Figure 1. Wiring by layer.
Bar = 20 um.
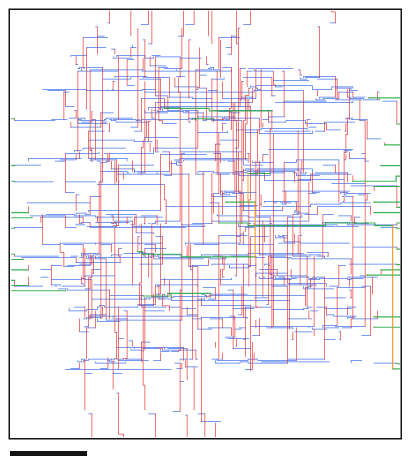
Figure 2. Placed standard cells.
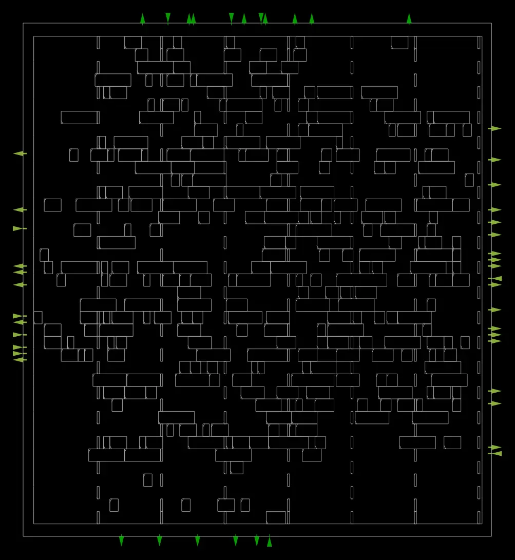
Figure 3. Ports around the boundary.
Pins as bars across the die edge, other pins in gray.
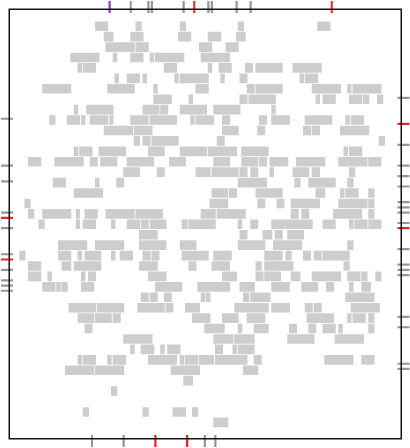
==> config.mk <==
export PLATFORM = sky130hd
export DESIGN_NAME = demux_1a4_lanes_flat
export DESIGN_NICKNAME = d
export VERILOG_FILES = /design/src/rtl/demux_1a4_lanes_if.sv /design/src/rtl/demux_1a4_lanes.sv /design/src/flat_wrapper.sv
export SDC_FILE = /design/constraint.sdc
export NUM_CORES = 1
export LEC_CHECK = 0
export CAP_MARGIN = 25
export CORE_ASPECT_RATIO = 1.1
export CORE_MARGIN = 2
export CORE_UTILIZATION = 25
export CTS_BUF_LIST = sky130_fd_sc_hd__clkbuf_8
export DETAILED_ROUTE_END_ITERATION = 10
export GPL_TIMING_DRIVEN = 0
export PLACE_DENSITY = 0.43
export SYNTH_ARGS = -nofsm -noshare
export SYNTH_HDL_FRONTEND = slang
export SYNTH_SLANG_ARGS = --single-unit
==> constraint.sdc <==
create_clock -name clk_4f -period 1.4 [get_ports clk_4f]
set_clock_uncertainty 0.15 [all_clocks]
set_input_delay 0.35 -clock clk_4f [delete_from_list [all_inputs] [get_ports clk_4f]]
set_output_delay 0.35 -clock clk_4f [all_outputs]
set_load 0.005 [all_outputs]
==> run summary <==
Result of the run = complete, no violations
Top layer reached by signal wires = met4
Global-route wire length before repair = 10.20 mm
Number of flip-flops in the largest register = 24
Number of antenna diodes = 0
Share of the clock period used by the worst path after layout = 97.18%
Total wire length = 6.348 mm
Number of cells on the critical path = 1
Comb area = 0.001136 sq mm
Residual DRC = 0
Flop and latch count out of synthesis = 66
Chip Footprint = 0.01138 sq mm
Placement Cell Area = 0.003274 sq mm
Startpoint type of the worst setup path = flip-flop
Maximum single-stage delay on the critical path = 0.33 ns
Final hold vios = 0
Detailed Route Iter0 Violations = 48
Area contributors post-synth = sky130_fd_sc_hd__dfxtp_1 (50%), sky130_fd_sc_hd__mux2i_1 (12%), sky130_fd_sc_hd__o22ai_2 (8.5%), sky130_fd_sc_hd__nand2b_1 (7.6%), sky130_fd_sc_hd__nor2_1 (4.7%)
Worst-case headroom to the max-slew limit = 82.01%
Worst EP arrival = 0.86 ns
Fraction of met2 tracks used by global routing = 17.06%
Post-synth seq share = 50.14%
GRT Max-Usage Layer = met2
Sinks on the clock net = 66
Critical path's top delay family = flip-flops
Met3 track utilization from global routing = 3.327%
Number of routed nets with antenna violations = 0
Dominant synthesized flop cell = sky130_fd_sc_hd__dfxtp_1
Final-report setup violation count = 0
Post-synth top area cell = sky130_fd_sc_hd__dfxtp_1
Final GP Congestion = 0.6809
# H-tree levels = 3
Register-to-register setup slack = 0.06 ns
Met1 WL = 3.248 mm
Post-synth EDFFs = 0
Met1 track demand over resource in global routing = 16.81%
Buf/Inv on CP = 1
Fin area = 0.003497 sq mm
Fillers = 1,102
Gate count of the mapped netlist = 235
Ratio of cells with drive above 1 in the final layout = 44.08%
Area of the core = 0.01034 sq mm
Fraction of the core area occupied by cells at floorplan = 25.47%
Clock buffers created by TritonCTS = 9
Type of the worst min-delay path = primary input to flip-flop
Clock tree from TritonCTS = built
Worst-case setup margin in the final layout = 0.03944 ns
Notes on Figure 1 above:
metal 4: shown in orange, wire length 59.2 um. metal 3: shown in green, wire length 269 um. metal 2: shown in red, wire length 2,770 um. metal 1: shown in blue, wire length 3,250 um.
combined global-route utilization of all metal layers: 11.90%
routed vias: 1,809

Notes on Figure 2 above:
Cell Rows: 39
flop share of the area: 39.32%
core utilization of the finished layout: 33.81%
final instance count without filler cells: 447

Notes on Figure 3 above:
lanes_Salida1: shown in red, pins 8, direction output, edge 2 left, 2 bottom, 2 top, 2 right. lanes_validSalida3: shown in purple, pins 1, direction output, edge top.
# port buffers: 46
width of the die: 101.9 um

==> worst min-delay path, cell delays in order <==
cell and delay, ns:
sky130_fd_sc_hd__buf_6 0.10, sky130_fd_sc_hd__buf_6 0.15, sky130_fd_sc_hd__nor2b_1 0.05
==> cell type report <==
| type | instances | area share, % |
|---|---|---|
| Buffer | 19 | 6.261 |
| Clock buffer | 11 | 4.329 |
| Clock inverter | 5 | 1.324 |
| Inverter | 2 | 0.2147 |
| Multi-Input combinational cell | 147 | 32.49 |
| Sequential cell | 66 | 39.32 |
| Tap cell | 143 | 5.116 |
| Timing Repair Buffer | 54 | 10.95 |
==> logic make-up after synthesis <==
| group | Yosys count | share of synthesized area [%] |
|---|---|---|
| adder cells (fa/ha/maj) | 5 | 2.374 |
| AND/OR/NAND/NOR | 79 | 16.00 |
| flip-flops | 66 | 50.14 |
| multiplexers | 31 | 11.78 |
| buffers and inverters | 22 | 7.835 |
| AND-OR/OR-AND | 32 | 11.87 |
==> report_power, final <==
group	internal, mW	total (mW)	switching [mW]
registers	2.02	2.12	0.0932
logic	0.550	1.03	0.478
clock network	0.899	1.60	0.704
total	3.47	4.75	1.28
==> stage by stage <==
stage | TNS, ns | util, % | hold slack (ns) | total power, mW
floorplan | 0 | - | 0.3092 | 2.807
global placement | -6.481 | 31.65 | 0.3220 | 3.075
detailed placement | -6.739 | 31.65 | 0.3280 | 3.081
CTS | 0 | 34.22 | 0.2074 | 4.705
global route | -0.05360 | 33.81 | 0.2268 | 5.007
finish | 0 | 33.81 | 0.1994 | 4.746
==> timing repair <==
| action | in CTS | in global routing |
|---|---|---|
| setup endpoints to repair | 82 | 78 |
| gates resized | 114 | 47 |
| buffers inserted | 2 | 5 |
| gates cloned | 0 | 1 |
==> placed cells by master, fill, tap and decap left out <==
cell,Yosys,routed
sky130_fd_sc_hd__dfxtp_2,0,37
sky130_fd_sc_hd__nor2_1,33,33
sky130_fd_sc_hd__nand2b_1,32,32
sky130_fd_sc_hd__mux2i_1,31,28
sky130_fd_sc_hd__dfxtp_1,66,27
sky130_fd_sc_hd__clkbuf_2,0,25
sky130_fd_sc_hd__o22ai_2,18,18
sky130_fd_sc_hd__o22ai_1,14,14
sky130_fd_sc_hd__clkbuf_8,0,11
sky130_fd_sc_hd__clkdlybuf4s15_1,0,10
sky130_fd_sc_hd__buf_6,9,9
sky130_fd_sc_hd__clkdlybuf4s50_1,0,9
sky130_fd_sc_hd__buf_4,1,8
sky130_fd_sc_hd__nand2_1,8,8
sky130_fd_sc_hd__buf_2,7,7
sky130_fd_sc_hd__inv_1,2,5
sky130_fd_sc_hd__nand2b_4,4,4
sky130_fd_sc_hd__buf_12,2,3
sky130_fd_sc_hd__mux2i_2,0,3
sky130_fd_sc_hd__buf_8,1,2
sky130_fd_sc_hd__nor2b_1,2,2
sky130_fd_sc_hd__ha_2,0,2
sky130_fd_sc_hd__ha_1,5,2
sky130_fd_sc_hd__dfxtp_4,0,2
sky130_fd_sc_hd__ha_4,0,1
sky130_fd_sc_hd__bufinv_16,0,1
sky130_fd_sc_hd__clkinv_2,0,1
Power is estimated from default activity; no workload was simulated.
